Fig. 1: run 1, PDN straps and rails
Scale bar: 20 um. Pins as bars on the die edge. Tap cells in grey.
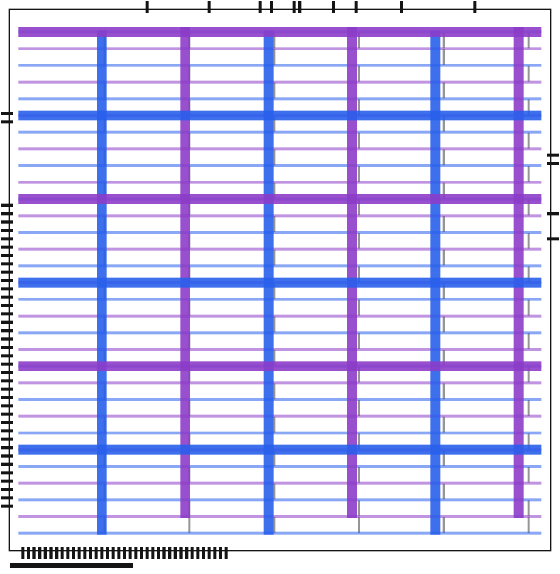
Fig. 2: run 1, placement by cell class
Scale bar: 20 um.
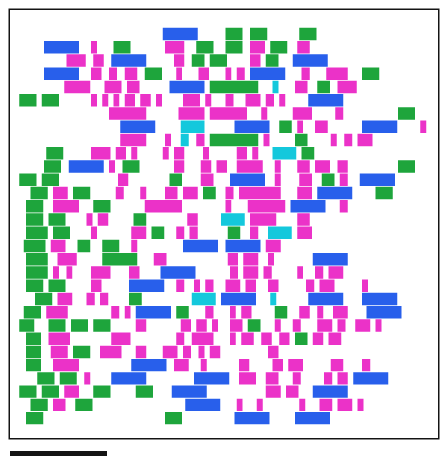
Fig. 3: run 1, clock network drawn from the DEF
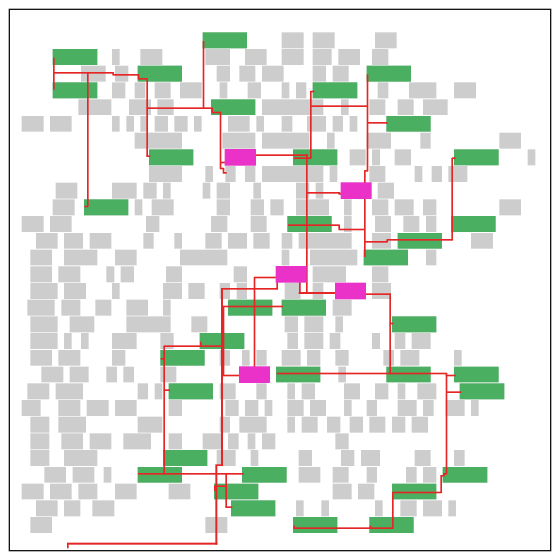
Fig. 4: run 1, metal layers overlaid
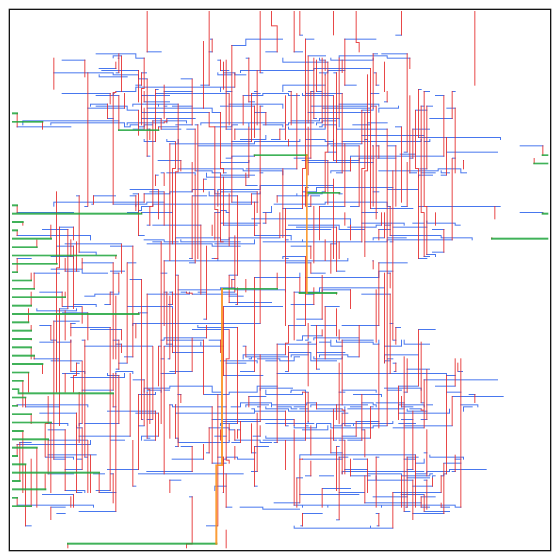
===== src/rtl/int_gen_responder.sv =====
// External interrupt source for the CPU top's interrupt/m_int_* interface.
// Raises a level request on a delay counter or a PC match; the handler acks by store.
module int_gen_responder #(
    parameter logic [31:0] ACK_ADDR    = 32'h0000_7F20,
    parameter logic [15:0] FIRST_DELAY = 16'd200,
    parameter logic [15:0] PERIOD      = 16'd500,
    parameter logic [31:0] TRIG_PC     = 32'h0000_0000
) (
    input  logic        clk,
    input  logic        reset,
    input  logic [31:0] macroscopic_pc,
    input  logic [31:0] m_int_addr,
    input  logic [3:0]  m_int_byteen,
    output logic        interrupt,
    output logic [15:0] int_count,
    output logic        spurious_ack,
    output logic [1:0]  state_o
);

    typedef enum logic [1:0] {
        ARMED  = 2'b00,
        ASSERT = 2'b01,
        DONE   = 2'b10
    } state_e;

    state_e      state_q, state_d;
    logic [15:0] cnt_q, cnt_d;
    logic [15:0] count_q, count_d;
    logic        irq_q, irq_d;
    logic        spur_q, spur_d;
    logic        match_q;

    logic ack;
    logic match;
    logic pc_fire;
    logic cnt_fire;
    logic unused_addr_lsbs;

    // Acknowledge is word-granular: the low address bits only select bytes.
    assign ack = (m_int_addr[31:2] == ACK_ADDR[31:2]) && (|m_int_byteen);

    assign unused_addr_lsbs = ^m_int_addr[1:0];

    // A PC trigger fires on arrival at TRIG_PC, so a stalled PC fires once.
    assign match    = (TRIG_PC != 32'd0) && (macroscopic_pc == TRIG_PC);
    assign pc_fire  = match && !match_q;
    assign cnt_fire = (cnt_q == 16'd0);

    // Next-state and registered-output logic.
    always_comb begin
        state_d = state_q;
        cnt_d   = cnt_q;
        count_d = count_q;
        irq_d   = irq_q;
        spur_d  = spur_q;
        unique case (state_q)
            ARMED: begin
                irq_d = 1'b0;
                if (!cnt_fire) begin
                    cnt_d = cnt_q - 16'd1;
                end
                // An ack here is never applied to a request raised this cycle.
                if (ack) begin
                    spur_d = 1'b1;
                end
                if (cnt_fire || pc_fire) begin
                    state_d = ASSERT;
                    irq_d   = 1'b1;
                end
            end
            ASSERT: begin
                irq_d = 1'b1;
                if (ack) begin
                    irq_d = 1'b0;
                    if (count_q != 16'hFFFF) begin
                        count_d = count_q + 16'd1;
                    end
                    if (PERIOD != 16'd0) begin
                        cnt_d   = PERIOD;
                        state_d = ARMED;
                    end else begin
                        state_d = DONE;
                    end
                end
            end
            DONE: begin
                irq_d = 1'b0;
                if (ack) begin
                    spur_d = 1'b1;
                end
            end
            default: begin
                state_d = ARMED;
                irq_d   = 1'b0;
            end
        endcase
    end

    // State and output registers with synchronous reset.
    always_ff @(posedge clk) begin
        if (reset) begin
            state_q <= ARMED;
            cnt_q   <= FIRST_DELAY;
            count_q <= 16'd0;
            irq_q   <= 1'b0;
            spur_q  <= 1'b0;
        end else begin
            state_q <= state_d;
            cnt_q   <= cnt_d;
            count_q <= count_d;
            irq_q   <= irq_d;
            spur_q  <= spur_d;
        end
    end

    // Previous-cycle PC match, tracked in every state for edge detection.
    always_ff @(posedge clk) begin
        if (reset) begin
            match_q <= 1'b0;
        end else begin
            match_q <= match;
        end
    end

    assign interrupt    = irq_q;
    assign int_count    = count_q;
    assign spurious_ack = spur_q;
    assign state_o      = state_q;

endmodule


===== config.mk =====
export PLATFORM = sky130hd
export DESIGN_NAME = int_gen_responder
export DESIGN_NICKNAME = d
export VERILOG_FILES = /design/src/rtl/int_gen_responder.sv
export SDC_FILE = /design/constraint.sdc
export NUM_CORES = 1
export LEC_CHECK = 0
export CELL_PAD_IN_SITES_DETAIL_PLACEMENT = 1
export CELL_PAD_IN_SITES_GLOBAL_PLACEMENT = 1
export CORE_UTILIZATION = 26
export DETAILED_ROUTE_END_ITERATION = 8
export PLACE_DENSITY_LB_ADDON = 0.2
export SYNTH_ARGS = -nofsm -noshare
export SYNTH_HDL_FRONTEND = slang
export SYNTH_SLANG_ARGS = --single-unit

===== constraint.sdc =====
create_clock -name clk -period 2.3 [get_ports clk]
set_input_delay 0.345 -clock clk [delete_from_list [all_inputs] [get_ports clk]]
set_output_delay 0.345 -clock clk [all_outputs]
set_load 0.01 [all_outputs]

==> impl_metrics.yaml, run 1 <==
# physical design summary
run_status:
  status: "finished, final reports clean"
synthesis:
  yosysTopAreaCellShare_pct: 36.5
  syn_inst: 234
  postSynthSeqShare_pct: 36.5
  syn-num-nets: 306
  ys_cells: 234
global_routing:
  met1_usage_pct: 20.3
  grt_max_degree: 17
  grt_pass1_vias: 2080
timing:
  hold_ws_ps: 472
  clock_skew_ps: 5.36
  slew_headroom_pct: 63.0
  period_minus_slack_ps: 2280
  fmax_mhz: 438
  postLayoutSetupSlackWorst_ps: 18.1
detailed_routing:
  vias_per_cell: 4.93
setup_path:
  startpoint_type: "input pin"
power_and_ir_drop:
  vdd_drop_max_uv: 173
  leakagePower_nw: 1.10
final_layout:
  bufAreaShareNonClock_pct: 25.2
  layout.area.comb_um2: 1310
  n_all_inverters: 7
  seq_area_share_pct: 23.4
  n_all_buffers: 75
placement:
  port_buffers: 54
die:
  dieHeight_um: 87.9
-- Fig. 1 (at the start) --
colour	net
purple	VDD
blue	VSS
tap cells	96
met1 rails	31
met4 straps	6
signal pins	90
met5 straps	6

-- Fig. 2 (at the start) --
colour	class	cells
magenta	combinational and other logic	189
blue	flops	35
cyan	clock drivers and dummy loads	8
green	other buffers and delay cells	75

-- Fig. 3 (at the start) --
[magenta] clock drivers | count: 5
[green] flip-flops | count: 35
[red] clock wires | length: 535 um
routed clock nets	6

-- Fig. 4 (at the start) --
colour	layer	wire length
red	metal 2	2930 um
green	metal 3	266 um
orange	metal 4	64.8 um
blue	metal 1	2680 um

run 1: final timing paths:
kind	slack [ps]	endpoint	cells after the start	startpoint
worst max-delay path	20	int_count[2]$_SDFFE_PP0P_	7	m_int_addr[6]
worst min-delay path	470	spurious_ack$_SDFFE_PP0P_	2	spurious_ack$_SDFFE_PP0P_
worst max register to register	200	int_count[10]$_SDFFE_PP0P_	6	int_count[0]$_SDFFE_PP0P_
worst min register to register	470	spurious_ack$_SDFFE_PP0P_	2	spurious_ack$_SDFFE_PP0P_
run 1: per-layer routing:
layer,share of wire (%),vias to the layer above
li1,-,1009
met2,49,51
met3,4.5,5
met4,1.1,0
met5,0,-
met1,45,921
run 1: power by group:
part	internal (mW)	switching, mW
registers	0.623	0.0183
clock network	0.213	0.220
logic	0.0979	0.0689
## Run 2: what changed since run 1
--- a/config.mk
+++ b/config.mk
@@ -9,6 +9,7 @@
 export CELL_PAD_IN_SITES_GLOBAL_PLACEMENT = 1
 export CORE_UTILIZATION = 26
 export DETAILED_ROUTE_END_ITERATION = 8
+export GPL_ROUTABILITY_DRIVEN = 0
 export PLACE_DENSITY_LB_ADDON = 0.2
 export SYNTH_ARGS = -nofsm -noshare
 export SYNTH_HDL_FRONTEND = slang
Fig. 5: run 2, PDN straps and rails
Scale bar: 20 um. Pins as bars on the die edge. Tap cells in grey.
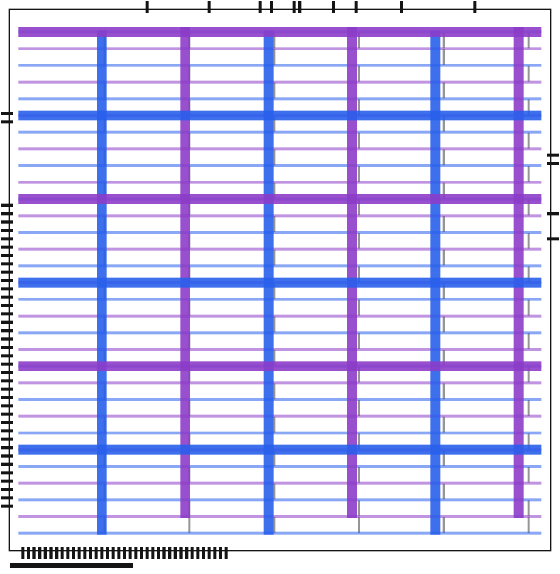
colour	net
purple	VDD
blue	VSS
tap cells	96
signal pins	90
met4 straps	6
met5 straps	6

==> run 2 against run 1 <==
Sequential power about the same. Power unchanged. Area after synthesis is the same. Combinational power barely moved. Highest routed layer unchanged. Routed wire length unchanged. Sequential share of layout area did not move. Fmax unchanged. Cell area stayed put. Non-clock buffer count stayed put. Register-to-register slack about the same. Critical path depth stayed put.
==> impl_metrics.yaml, run 2 <==
# physical design summary
setup_path:
  crit_end: "int_count[2]$_SDFFE_PP0P_"
  r2r-end: "int_count[10]$_SDFFE_PP0P_"
  rr_worst_depth: 6
  startpoint_type: "input pin"
run_status:
  status: "finished, final reports clean"
hold_path:
  min_to: "spurious_ack$_SDFFE_PP0P_"
  worstHoldStart: "spurious_ack$_SDFFE_PP0P_"
power_and_ir_drop:
  vdd_drop_max_uv: 173
  swShare_pct: 24.8
synthesis:
  postSynthSeqShare_pct: 36.5
  yosysTopAreaCellShare_pct: 36.5
timing:
  clock_skew_ps: 5.36
  period_minus_slack_ps: 2280
placement:
  port_buffers: 54
final_layout:
  bufAreaShareNonClock_pct: 25.2
  n_all_inverters: 7
  n_all_buffers: 75
detailed_routing:
  drt-met1-wl_um: 2680
  dr_wl_met2_um: 2930
  routed.top_layer: "met4"
Fig. 6: run 2, routing congestion
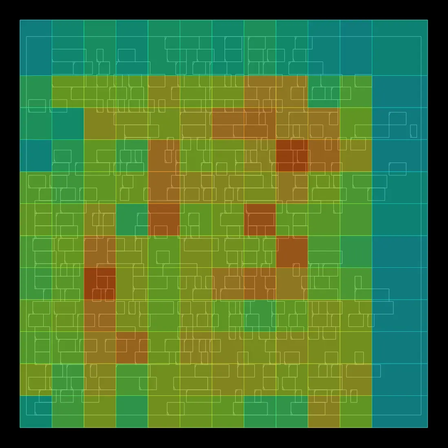
wire per inst: 14.7 um
met1 GRT Util: 20.3%
Final Util: 43.2%
M2 GR Usage: 28.2%

-- run 2: worst reg2reg max path, cell delays in order (launching register included) --
cell and delay [ps]:
dfxtp_1 410, ha_1 220, nand2_1 140, or2_2 370, or3b_2 460, or3_1 310, a21oi_1 130
-- run 2: cells by family after synthesis --
family	count (synthesis)	synth area share, %
simple gates	129	38.0
flops	35	36.5
compound gates	30	9.72
buf+inv	17	3.98
xor+xnor	11	5.02
mux	9	5.22
fa+ha+maj	2	1.30
other cells	1	0.196
-- run 2: power by group through the flow --
stage | registers (mW) | clock network, mW | logic (mW)
floorplan | 0.650 | 0 | 0.0770
global placement | 0.654 | 0 | 0.164
detailed placement | 0.655 | 0 | 0.165
CTS | 0.641 | 0.457 | 0.164
global route | 0.643 | 0.476 | 0.187
finish | 0.641 | 0.432 | 0.167
No activity file was given, so power comes from the tool's default toggle rates.
